### Wiring by layer, run 1

Scale: 6 px per µm. Two of the layers only.
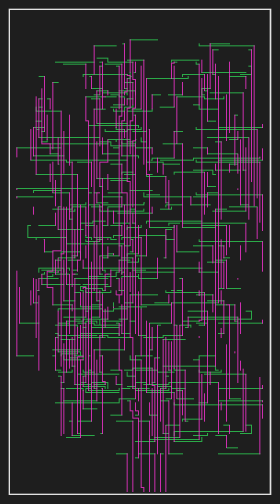
### Power grid, run 1

Scale: 8 px per µm. Pins as bars on the die edge. Tap cells in gray.
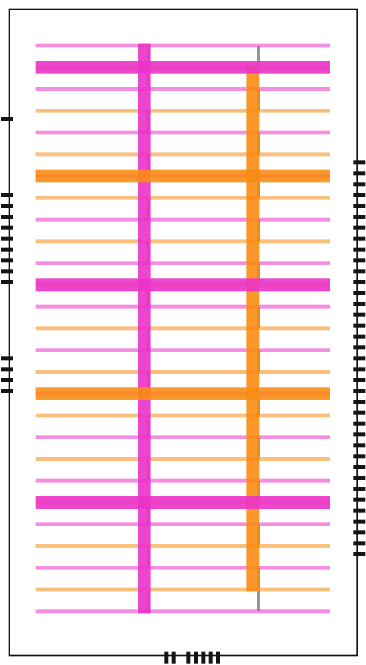
### M2 wires, run 1

Scale: 6 px per µm. Cells faint in the background.
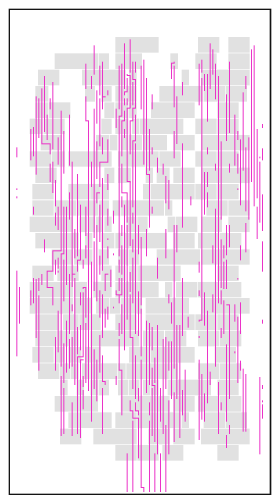
--- src/rtl/stream_rr_arbiter.sv ---
// rtl/stream_rr_arbiter.sv - round-robin N:1 stream arbiter with bounded bursts
//
// Purpose: shares one downstream stream consumer among N valid/ready
//    requesters. A one-cycle IDLE arbitration step picks the next owner
//    round-robin from r_rr_ptr. The owner may then stream up to MAX_BURST
//    beats through a single registered output stage before it must give
//    up the grant.
//
// Ports:
//    clk       in   1     clock, all logic on posedge
//    rst       in   1     synchronous reset, active high
//    in_data   in   N*W   requester data, slot i = in_data[i*W +: W]
//    in_valid  in   N     requester i presents a beat
//    in_ready  out  N     beat i accepted when in_valid[i] & in_ready[i]
//    out_data  out  W     registered output beat
//    out_src   out  SW    requester index that produced out_data
//    out_valid out  1     out_data/out_src valid
//    out_ready in   1     downstream accepts when out_valid & out_ready
//    grant     out  N     one-hot current owner, zero while idle
module stream_rr_arbiter #(
   parameter  int N         = 4,
   parameter  int W         = 8,
   parameter  int MAX_BURST = 4,
   localparam int SW        = (N > 1) ? $clog2(N) : 1
) (
   input  logic            clk,
   input  logic            rst,
   input  logic [N*W-1:0]  in_data,
   input  logic [N-1:0]    in_valid,
   output logic [N-1:0]    in_ready,
   output logic [W-1:0]    out_data,
   output logic [SW-1:0]   out_src,
   output logic            out_valid,
   input  logic            out_ready,
   output logic [N-1:0]    grant
);

   localparam int BW = $clog2(MAX_BURST + 1);

   typedef enum logic {
      S_IDLE  = 1'b0,
      S_GRANT = 1'b1
   } state_t;

   state_t          r_state;
   logic [N-1:0]    r_grant;
   logic [SW-1:0]   r_gidx;
   logic [SW-1:0]   r_rr_ptr;
   logic [BW-1:0]   r_burst_cnt;
   logic [W-1:0]    r_out_data;
   logic [SW-1:0]   r_out_src;
   logic            r_out_valid;

   logic            w_slot_open;
   logic            w_accept;
   logic            w_owner_valid;
   logic            w_burst_done;
   logic            w_found;
   logic [SW-1:0]   w_pick;
   logic [SW-1:0]   w_next_ptr;
   logic [W-1:0]    w_lane [N];
   logic [W-1:0]    w_sel_data;

   // Output register is free if empty or being drained this cycle.
   assign w_slot_open   = !r_out_valid || out_ready;
   assign w_owner_valid = in_valid[r_gidx];
   assign w_accept      = (r_state == S_GRANT) && w_slot_open && w_owner_valid;
   assign w_burst_done  = (r_burst_cnt == BW'(MAX_BURST - 1));
   assign w_next_ptr    = (r_gidx == SW'(N - 1)) ? '0 : r_gidx + 1'b1;

   // in_ready never looks at in_valid, so producers can wait on it safely.
   assign in_ready  = ((r_state == S_GRANT) && w_slot_open) ? r_grant : '0;
   assign grant     = r_grant;
   assign out_data  = r_out_data;
   assign out_src   = r_out_src;
   assign out_valid = r_out_valid;

   always_comb begin
      for (int i = 0; i < N; i++) begin
         w_lane[i] = in_data[i*W +: W];
      end
   end

   assign w_sel_data = w_lane[r_gidx];

   // First valid requester at or after r_rr_ptr, wrapping modulo N.
   always_comb begin
      int idx;
      w_found = 1'b0;
      w_pick  = '0;
      idx     = 0;
      for (int k = 0; k < N; k++) begin
         idx = (int'(r_rr_ptr) + k) % N;
         if (!w_found && in_valid[SW'(idx)]) begin
            w_found = 1'b1;
            w_pick  = SW'(idx);
         end
      end
   end

   always_ff @(posedge clk) begin
      if (rst) begin
         r_state     <= S_IDLE;
         r_grant     <= '0;
         r_gidx      <= '0;
         r_rr_ptr    <= '0;
         r_burst_cnt <= '0;
         r_out_data  <= '0;
         r_out_src   <= '0;
         r_out_valid <= 1'b0;
      end else begin
         // Output stage: a new beat replaces a draining one in the same cycle.
         if (w_accept) begin
            r_out_data  <= w_sel_data;
            r_out_src   <= r_gidx;
            r_out_valid <= 1'b1;
         end else if (r_out_valid && out_ready) begin
            r_out_valid <= 1'b0;
         end

         case (r_state)
            S_IDLE: begin
               if (w_found) begin
                  r_state     <= S_GRANT;
                  r_gidx      <= w_pick;
                  r_grant     <= {{(N-1){1'b0}}, 1'b1} << w_pick;
                  r_burst_cnt <= '0;
               end
            end
            S_GRANT: begin
               // A backpressured owner keeps its grant; it only loses it by
               // using up its burst or going idle while it could have sent.
               if ((w_accept && w_burst_done) || (w_slot_open && !w_owner_valid)) begin
                  r_state     <= S_IDLE;
                  r_grant     <= '0;
                  r_rr_ptr    <= w_next_ptr;
                  r_burst_cnt <= '0;
               end else if (w_accept) begin
                  r_burst_cnt <= r_burst_cnt + 1'b1;
               end
            end
            default: begin
               r_state <= S_IDLE;
               r_grant <= '0;
            end
         endcase
      end
   end

endmodule

--- config.mk ---
export PLATFORM = sky130hd
export DESIGN_NAME = stream_rr_arbiter
export DESIGN_NICKNAME = d
export VERILOG_FILES = /design/src/rtl/stream_rr_arbiter.sv
export SDC_FILE = /design/constraint.sdc
export NUM_CORES = 1
export LEC_CHECK = 0
export CAP_MARGIN = 40
export CORE_ASPECT_RATIO = 2
export CORE_MARGIN = 3
export CORE_UTILIZATION = 46
export CTS_BUF_LIST = sky130_fd_sc_hd__clkbuf_2
export DETAILED_ROUTE_END_ITERATION = 10
export GPL_TIMING_DRIVEN = 0
export PLACE_DENSITY = 0.86
export SLEW_MARGIN = 0
export SYNTH_ARGS = -nofsm -noshare
export SYNTH_HDL_FRONTEND = slang
export SYNTH_SLANG_ARGS = --single-unit
--- constraint.sdc ---
create_clock -name clk -period 3.1 [get_ports clk]
set_clock_uncertainty 0.05 [all_clocks]
set_input_delay 0.465 -clock clk [delete_from_list [all_inputs] [get_ports clk]]
set_output_delay 0.465 -clock clk [all_outputs]
set_load 0.01 [all_outputs]
==> results.cfg, run 1 <==
; physical design summary
[critical_path]
crit_start = out_ready
crit_required_ns = 2.58
regToRegEndpoint = grant[0]
crit_chain = clkdlybuf4s50_1 -> nand2b_1 -> and3_1 -> clkdlybuf4s50_1
r2r_slack_ns = 1.23
cp-end-kind = output pin
max_stage_delay_ns = 0.54
cp.depth = 4
crit_top_cell = clkdlybuf4s50_1
cp_slowest_cell = clkdlybuf4s50_1
worstPathMaxFanout = 7
crit_family = buffers and inverters

[logic_synthesis]
avgSynthCellArea_um2 = 9.92
ys_warn_count = 0
ys_sh_adder = 0.0293
ys_sh_xor = 0
synth.area.top_cells = dfxtp_1 (36%), mux4_2 (16%), mux2i_1 (9.4%), nor2_1 (4.7%), a21oi_1 (3.9%)
largest_area_cell = dfxtp_1
simple_gate_area_frac = 0.169
ys_seq_elements = 23
top_cell_area_share = 0.360
top_logic_kind = multiplexers
synth.area.mux_share = 0.252

[drt]
highest_layer = met4
ant_nets = 0
wl_met2_um = 2050
first_iter_violations = 30
route.detailed.drc = 0
avgRoutedWirePerCell_um = 16.9

[global_route]
grt_usage = 0.224
met1_usage = 0.222
grt_max_degree = 13
grt_overflow = 0
grt_pass1_wl_um = 5970
use_met3 = 0.0359

[power]
ir_worst_vdd_mv = 0.277
p_int_mw = 0.476
p_leak_nw = 0.685
clkPwrFrac = 0.184
p_sw_frac = 0.291
p_sw_mw = 0.195
seqPwrFrac = 0.490

[timing]
slew_viol_final = 0
holdWs_ns = 0.450
maxSlewHeadroom = 0.625
setup_viol = 0
period_minus_slack_ns = 2.40
finalCritPeriodShare = 0.774
fmax_mhz = 417

[layout]
seq_area_um2 = 460
antenna_cells = 0
num-fill-cells = 195
nets = 232
mostFrequentLayoutCells = clkdlybuf4s50_1 (56), dfxtp_1 (23), nor2_1 (16), mux2i_1 (12), a21oi_1 (10)

[clocking]
cts-root-buf = clkbuf_2
cts_tree = built
cts_max_path_buffers = 2
holdBufCountCts = 0
cts_inserted_buffers = 3
cts_sinks = 23
clock.latency.late_pin_ns = 0.34
clk_pin_slew_ns = 0.20

[run_status]
status = complete, no violations

[floorplan]
io_pins = 58
die_h_um = 80.6
core-area_um2 = 2600
die-area_um2 = 3490

[worst_hold_path]
hp-start = in_valid[3]
hold_path_end = r_gidx[1]
hp-class = in -> reg

[run]
warning_count = 26

[place]
dp_hpwl_um = 3080
## Picture notes: 'Wiring by layer'
| color | layer | wire length |
|---|---|---|
| magenta | metal 2 | 2050 µm |
| green | metal 1 | 1290 µm |

## Picture notes: 'Power grid'
| color | net |
|---|---|
| orange | VDD |
| magenta | VSS |
met4 straps: 2
rows: 26
met5 straps: 5
tap cells: 28
signal pins: 58

## Picture notes: 'M2 wires'
main direction: vertical
wire length on this layer: 2050 µm
longest straight run: 44.9 µm
share of all routed wire: 56%
nets with wire on the layer: 212
Post-Route WL: 3660 µm
Global Route met2 Usage: 0.448
number of vias in the routed layout: 1259

run 1: power groups by stage:
stage          Clock (mW)  Sequential [mW]  Combinational (mW)
2_1_floorplan           0            0.338               0.112
3_3_place_gp            0            0.334               0.212
3_5_place_dp            0            0.335               0.219
4_1_cts             0.123            0.329               0.220
5_1_grt             0.128            0.331               0.236
6_report            0.123            0.329               0.219
run 1: synthesized netlist by cell type:
cell type / n
o21ai_0: 4
a211oi_4: 1
o31ai_1: 1
nor2b_1: 1
a32o_1: 4
nand3_1: 3
buf_6: 2
a21oi_1: 10
nor3_1: 3
nand2b_1: 2
or2_2: 1
dfxtp_1: 23
o21a_1: 1
o22a_1: 1
inv_1: 4
nor3_2: 1
or3_1: 3
and3_1: 5
clkbuf_1: 6
nand4_1: 1
nor2_1: 16
mux2i_1: 12
ha_1: 3
buf_2: 1
mux4_2: 9
and2_1: 1
o22ai_1: 1
o221ai_1: 1
nand2_1: 6
a22o_1: 1
nor4_1: 1
run 1: state kept, by name (all words and copies together) (netlist names):
signal	flops
out_valid	1
out_data	8
r_gidx	2
r_rr_ptr	2
out_src	2
grant	4
r_burst_cnt	3
r_state	1
run 1: area by class of cell:
class / count / area share
buffer: 9 / 0.0264
inverter: 4 / 0.00792
tap: 28 / 0.0185
timing repair buffer: 56 / 0.296
clock buffer: 4 / 0.0106
sequential: 23 / 0.243
multi-input combinational: 93 / 0.398
run 1: per-stage QoR:
step / std cells / setup WS, ns / utilization / cell area [µm²]
after detailed placement: 213 / 0.700 / 0.721 / 1880
after floorplan: 129 / 1.26 / - / 1280
final: 217 / 0.702 / 0.728 / 1900
after CTS: 217 / 0.702 / 0.728 / 1900
after global routing: 217 / 0.586 / 0.728 / 1900
after global placement: 213 / 0.718 / 0.721 / 1880
### Pin placement, run 1

Scale: 8 px per µm. Pins as bars across the die edge, other pins in gray.
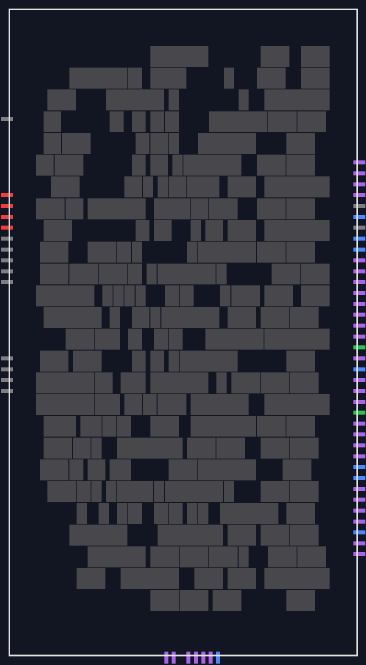

## Run 2: what changed since run 1
--- a/config.mk
+++ b/config.mk
@@ -8,11 +8,11 @@
 export CAP_MARGIN = 40
 export CORE_ASPECT_RATIO = 2
 export CORE_MARGIN = 3
-export CORE_UTILIZATION = 46
+export CORE_UTILIZATION = 43
 export CTS_BUF_LIST = sky130_fd_sc_hd__clkbuf_2
 export DETAILED_ROUTE_END_ITERATION = 10
 export GPL_TIMING_DRIVEN = 0
-export PLACE_DENSITY = 0.86
+export PLACE_DENSITY = 0.82
 export SLEW_MARGIN = 0
 export SYNTH_ARGS = -nofsm -noshare
 export SYNTH_HDL_FRONTEND = slang
==> constraint.sdc (replaced) <==
create_clock -name clk -period 2.4 [get_ports clk]
set_clock_uncertainty 0.05 [all_clocks]
set_input_delay 0.36 -clock clk [delete_from_list [all_inputs] [get_ports clk]]
set_output_delay 0.36 -clock clk [all_outputs]
set_load 0.01 [all_outputs]
### Pin placement, run 2

Scale: 8 px per µm. Pins as bars across the die edge, other pins in gray.
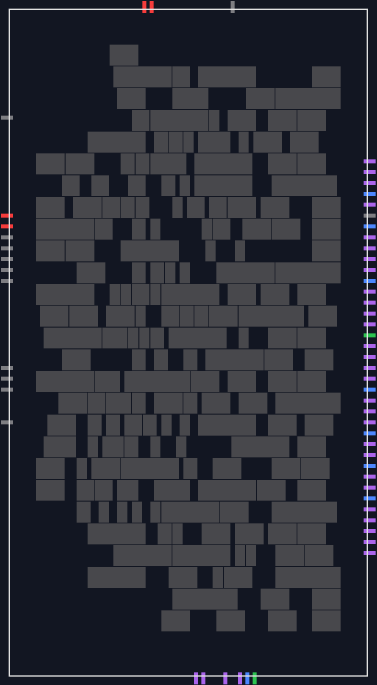
| color | port | pins | direction | edge |
|---|---|---|---|---|
| purple | `in_data` | 32 | input | 28 right, 4 bottom |
| blue | `out_data` | 8 | output | 7 right, 1 bottom |
| green | `out_src` | 2 | output | 1 right, 1 bottom |
| red | `in_ready` | 4 | output | 2 top, 2 left |
width of the die: 44.6 µm
IO buf count: 56
Die H: 83.2 µm

==> run 2 against run 1 <==
Net effect:
- first-iteration DRC count stayed put
- critical path type unchanged
- sequential share of layout area about the same
- routed wire length fell by 1.4%
- setup slack got worse by 0.49 ns
- design area about the same
- synthesized cell count unchanged
- cell count grew 0.46%
- via count increased by 0.48%
- sequential cell count unchanged
- non-clock buffer count did not move
==> results.cfg, run 2 <==
; physical design summary
[run_status]
status = complete, no violations

[global_route]
grt_overflow = 0
grt_max_degree = 14
antenna_found_initial = 0
grt_pass1_vias = 1375
grt_pass1_wl_um = 5960
grt_usage = 0.210

[logic_synthesis]
largest_area_cell = dfxtp_1
ys_sh_xor = 0
edf_count = 0
synth.area.top_cells = dfxtp_1 (36%), mux4_2 (16%), mux2i_1 (9.4%), nor2_1 (4.7%), a21oi_1 (3.9%)
yosys.area_share.aoi = 0.139
yosys_most_used_dff = dfxtp_1
synthTopCellsByCount = dfxtp_1 (23), nor2_1 (16), mux2i_1 (12)
ys_types = 31
top_cell_area_share = 0.360
simple_gate_area_frac = 0.169
syn_area_um2 = 1280
ys_seq_frac = 0.360
top_cell = dfxtp_1
avgSynthCellArea_um2 = 9.92
ys_warn_count = 0
async_flop_share = 0
top_logic_kind = multiplexers
ys_seq_elements = 23
ys_area_um2 = 1280
ys_sh_adder = 0.0293
ys_cells = 129
synth.area.mux_share = 0.252

[floorplan]
nWellTaps = 29
core-area_um2 = 2800
die-area_um2 = 3710
io_pins = 58

[power]
p_int_mw = 0.609
p_sw_frac = 0.297
cellPowerDensity_nw_per_um2 = 457
clkPwrFrac = 0.183
ir_worst_vdd_mv = 0.354
p_sw_mw = 0.258
seqPwrFrac = 0.490
p_comb_frac = 0.327
p_leak_nw = 0.685

[drt]
wirelength_um = 3610
avgRoutedWirePerCell_um = 16.6
vias = 1265
ant_nets = 0
first_iter_violations = 30
route.detailed.drc = 0

[timing]
fmax_mhz = 457
slew_viol_final = 0
period_minus_slack_ns = 2.19
finalCritPeriodShare = 0.912
setup_viol = 0
maxSlewHeadroom = 0.623

[layout]
seq_area_um2 = 460
dominant_cells = logic gates
nets = 232
nClkBuffers = 3
sh_comb_area = 0.398
buffers = 65
mostFrequentLayoutCells = clkdlybuf4s50_1 (56), dfxtp_1 (23), nor2_1 (16), mux2i_1 (12), a21oi_1 (10)
n_all_inverters = 4
comb_cells = 93
drive_above_1_share = 0.101
signal_buffer_area_fraction = 0.322
largest_reg_flops = 8
num-fill-cells = 245
final-instance-count-excl-fill = 218
seq_cell_count = 23
clk_share = 0.0106
lay_top_count = clkdlybuf4s50_1
antenna_cells = 0
seqAreaFraction = 0.243
logic_area_um2 = 754

[critical_path]
worstSetupStartpointType = primary input
crit_top_cell = clkdlybuf4s50_1
cp-end-kind = output pin
cp_slowest_cell = clkdlybuf4s50_1
worstPathMaxFanout = 7
crit_required_ns = 1.99
crit_chain = clkdlybuf4s50_1 -> nand2b_1 -> and3_1 -> clkdlybuf4s50_1
path_class = in -> out
max_stage_delay_ns = 0.53
path_buffers = 2
crit_family = buffers and inverters

[clocking]
cts_tree = built
clock.latency.late_pin_ns = 0.35
cts_max_path_buffers = 2
cts_sinks = 23
cts_inserted_buffers = 3
clk_pin_slew_ns = 0.22
holdBufCountCts = 0
cts-root-buf = clkbuf_2

[place]
place_congestion = 0.863
dp_hpwl_um = 2940
dp_cells = 214

[worst_hold_path]
hp-class = in -> reg

[run]
warning_count = 26
==> run 2: kinds of logic (layout without fill, tap and decap cells) <==
kind of cell               Yosys count  count (layout)
buffers and inverters               13              73
muxes                               21              21
adders and majority gates            3               3
DFF                                 23              23
AOI/OAI and AO/OA                   25              25
and+or+nand+nor                     44              44
==> run 2: final timing paths <==
path / slack, ns / cells after the start / end / from
worst max-delay path: 0.21 / 4 / in_ready[1] / out_ready
worst min register to register: 0.45 / 2 / r_burst_cnt[2] / r_burst_cnt[2]
worst max register to register: 0.48 / 4 / grant[1] / r_gidx[0]
worst min-delay path: 0.36 / 3 / r_gidx[1] / in_valid[3]
==> run 2: layer usage <==
layer  track usage  routed length [µm]  up-vias
met5             0                   0        -
met1         0.211                1260      594
li1              -                   -      599
met4        0.0797                  67        0
met3        0.0412                 307        7
met2         0.391                1970       65
==> run 2: through the flow <==
| stage | utilization | hold slack, ns | total power [mW] | worst slack [ns] | cell area, µm² |
|---|---|---|---|---|---|
| 5_1_grt | 0.676 | 0.380 | 0.912 | 0.103 | 1900 |
| 6_report | 0.676 | 0.357 | 0.867 | 0.212 | 1900 |
| 3_3_place_gp | 0.669 | 0.407 | 0.705 | 0.129 | 1880 |
| 3_5_place_dp | 0.669 | 0.426 | 0.715 | 0.108 | 1880 |
| 2_1_floorplan | - | 0.398 | 0.581 | 0.668 | 1280 |
| 4_1_cts | 0.676 | 0.362 | 0.869 | 0.194 | 1900 |
==> run 2: power by group through the flow <==
stage	clock [mW]	sequential, mW	combinational (mW)
after floorplan	0	0.437	0.144
after global placement	0	0.431	0.275
after detailed placement	0	0.432	0.283
after CTS	0.161	0.424	0.284
after global routing	0.176	0.428	0.308
final	0.159	0.424	0.283
### Power grid, run 2

Scale: 8 px per µm. Pins as bars on the die edge. Tap cells in gray.
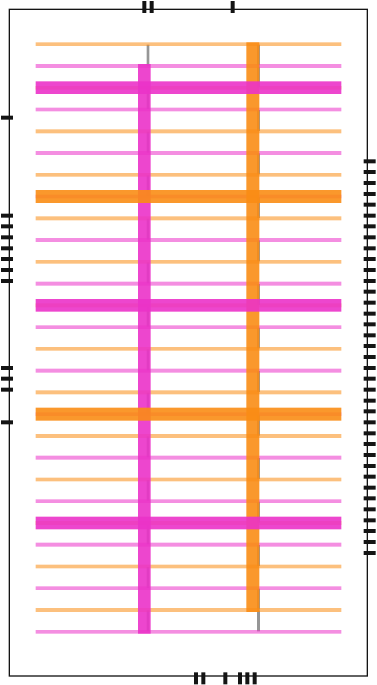

## Run 3: what changed since run 2
--- a/config.mk
+++ b/config.mk
@@ -8,11 +8,10 @@
 export CAP_MARGIN = 40
 export CORE_ASPECT_RATIO = 2
 export CORE_MARGIN = 3
-export CORE_UTILIZATION = 43
+export CORE_UTILIZATION = 38
 export CTS_BUF_LIST = sky130_fd_sc_hd__clkbuf_2
 export DETAILED_ROUTE_END_ITERATION = 10
-export GPL_TIMING_DRIVEN = 0
-export PLACE_DENSITY = 0.82
+export PLACE_DENSITY = 0.76
 export SLEW_MARGIN = 0
 export SYNTH_ARGS = -nofsm -noshare
 export SYNTH_HDL_FRONTEND = slang
==> constraint.sdc (replaced) <==
create_clock -name clk -period 1.8 [get_ports clk]
set_clock_uncertainty 0.05 [all_clocks]
set_input_delay 0.27 -clock clk [delete_from_list [all_inputs] [get_ports clk]]
set_output_delay 0.27 -clock clk [all_outputs]
set_load 0.01 [all_outputs]
### Power grid, run 3

Scale: 8 px per µm. Pins as bars on the die edge. Tap cells in gray.
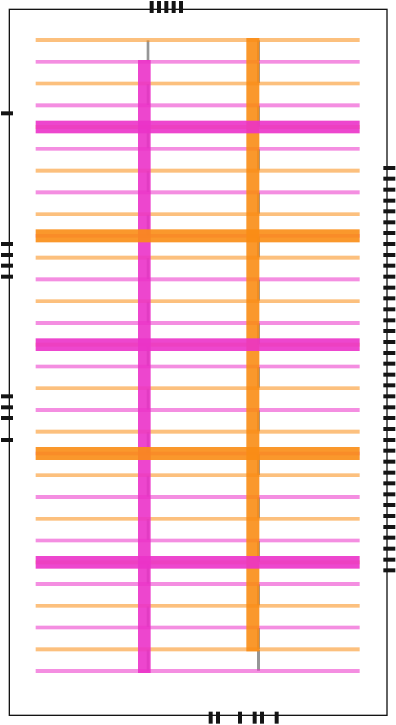
| color | net |
|---|---|
| orange | VDD |
| magenta | VSS |
tap cells: 31
met1 rails: 30
met5 straps: 5

==> run 3 against run 2 <==
Net effect:
- sequential share of layout area fell by 1.0 points
- critical path depth increased by 1
- total power increased by 36%
- via count rose by 2.2%
- largest power group unchanged
- clock power up 29%
- non-clock buffer count up 7
- first-iteration DRC count unchanged
- global-route usage shrank 1.4 points
- sequential power is 35% higher
- routed wire length up 2.1%
- combinational power rose by 42%
==> results.cfg, run 3 <==
; physical design summary
[run_status]
status = complete, no violations

[drt]
ant_nets = 0
vias = 1293
wirelength_um = 3680
first_pass_iters = 4
route.detailed.drc = 0
first_iter_violations = 30
avgRoutedWirePerCell_um = 16.2
drt-vias-per-instance = 5.70

[layout]
syn2layout_area_growth_pct = 55.4
lay_top_count = clkdlybuf4s50_1
fin_util = 0.623
antenna_cells = 0
largest_reg_flops = 8
final-instance-count-excl-fill = 227
nets = 239
fin_area_um2 = 1990
num-fill-cells = 287
mostFrequentLayoutCells = clkdlybuf4s50_1 (53), dfxtp_1 (21), nor2_1 (16), buf_4 (14), mux2i_1 (12)
drive_above_1_share = 0.173

[place]
place_area_um2 = 1960
port-buffer-count = 57
place_congestion = 0.802
dp_cells = 223
dp_hpwl_um = 3010

[timing]
slew_viol_final = 0
maxSlewHeadroom = 0.702
holdWs_ns = 0.438
rsz0062_at_grt = false
setup_viol = 0
fmax_mhz = 590
period_minus_slack_ns = 1.69
worstMarginPinSlew_ns = 0.444
hold_viol_final = 0
finalCritPeriodShare = 0.941

[global_route]
grt_usage = 0.196
grt_max_degree = 14
grt_pass1_vias = 1407
grt_overflow = 0
grt_pass1_wl_um = 5940
antenna_found_initial = 0

[logic_synthesis]
syn_inst = 129
synth.area.top_cells = dfxtp_1 (36%), mux4_2 (16%), mux2i_1 (9.4%), nor2_1 (4.7%), a21oi_1 (3.9%)
ys_types = 31
ys_area_um2 = 1280
edf_count = 0
avgSynthCellArea_um2 = 9.92
ys_warn_count = 0
async_flop_share = 0
largest_area_cell = dfxtp_1
ys_seq_frac = 0.360
ys_cells = 129
syn_nets = 171
top_cell = dfxtp_1
yosys_most_used_dff = dfxtp_1
ys_seq_elements = 23
synthTopCellsByCount = dfxtp_1 (23), nor2_1 (16), mux2i_1 (12)
syn_area_um2 = 1280
top_cell_area_share = 0.360

[critical_path]
cp.arrival_ns = 1.89
cp_slowest_cell = mux4_2
cp-end-kind = register
worstPathMaxFanout = 10
worstSetupStartpointType = register
worst_r2r_path_depth = 5
crit_required_ns = 2.00
max_stage_delay_ns = 0.56
path_class = reg -> reg
crit_chain = mux4_2 -> and3_1 -> buf_12 -> mux2i_1 -> nor2_1

[worst_hold_path]
holdPathStages = 2
hp-class = reg -> reg

[floorplan]
die_h_um = 88.1
core-area_um2 = 3190
die-area_um2 = 4140
die_x_um = 47.0
num_rows = 29
io_pins = 58
fp_util = 0.401

[clocking]
cts_max_path_buffers = 2
cts_tree = built
clk_pin_slew_ns = 0.22
cts_sinks = 23
holdBufCountCts = 0
htree_levels = 1
cts_inserted_buffers = 3
clock.latency.late_pin_ns = 0.33
cts-root-buf = clkbuf_2

[power]
power_mw = 1.18
cellPowerDensity_nw_per_um2 = 592
p_leak_nw = 0.766
ir_worst_vdd_mv = 0.385

[run]
warning_count = 26
max-cap-violations = 0
## run 3: worst paths after layout
path	slack, ns	from	endpoint
worst min-delay path	0.44	r_burst_cnt[1]	r_burst_cnt[1]
worst min register to register	0.44	r_burst_cnt[1]	r_burst_cnt[1]
worst max register to register	0.11	r_gidx[0]	out_data[6]
worst max-delay path	0.11	r_gidx[0]	out_data[6]
## run 3: area by class of cell
class,instances,area (µm²),share of cell area
Multi-Input combinational cell,93,762,0.383
Timing Repair Buffer,72,691,0.347
Sequential cell,23,463,0.233
Tap cell,31,38.8,0.0195
Clock buffer,3,15.0,0.00755
Inverter,4,15.0,0.00755
Clock inverter,1,5.00,0.00252
## run 3: routing by layer
layer  up-vias  wire length [µm]  track usage
li1        615                 -            -
met1       607              1260        0.176
met2        63              2000        0.379
met3         8               355       0.0412
met4         0                71       0.0856
met5         -                 0            0
## run 3: what timing repair did
item                                   CTS  global route
setup endpoints to repair                4             1
resized                                  6             1
pin swaps                                0             1
setup buffers                            0             0
endpoints found under the hold margin    0             0
## run 3: logic make-up after synthesis
family          Yosys count  synth area share
simple gates             44             0.169
compound gates           25             0.139
flops                    23             0.360
mux                      21             0.252
buf+inv                  13            0.0508
fa+ha+maj                 3            0.0293
## run 3: where the power goes
group | internal (mW) | switching [mW]
clock network | 0.0503 | 0.155
logic | 0.242 | 0.159
registers | 0.544 | 0.0271
total | 0.837 | 0.342
## run 3: critical path: cells and delay by family, from the launching register on
family        cells  cell delay (ns)
mux               2             0.71
flops             1             0.39
simple gates      2             0.30
buf+inv           1             0.15
## run 3: through the flow
step / setup TNS [ns] / worst slack (ns)
after floorplan: 0 / 0.101
after global placement: -3.53 / -0.181
after detailed placement: -4.83 / -0.240
after CTS: 0 / 0.0589
after global routing: 0 / 0.0185
final: 0 / 0.106
No activity file was given, so power comes from the tool's default toggle rates.
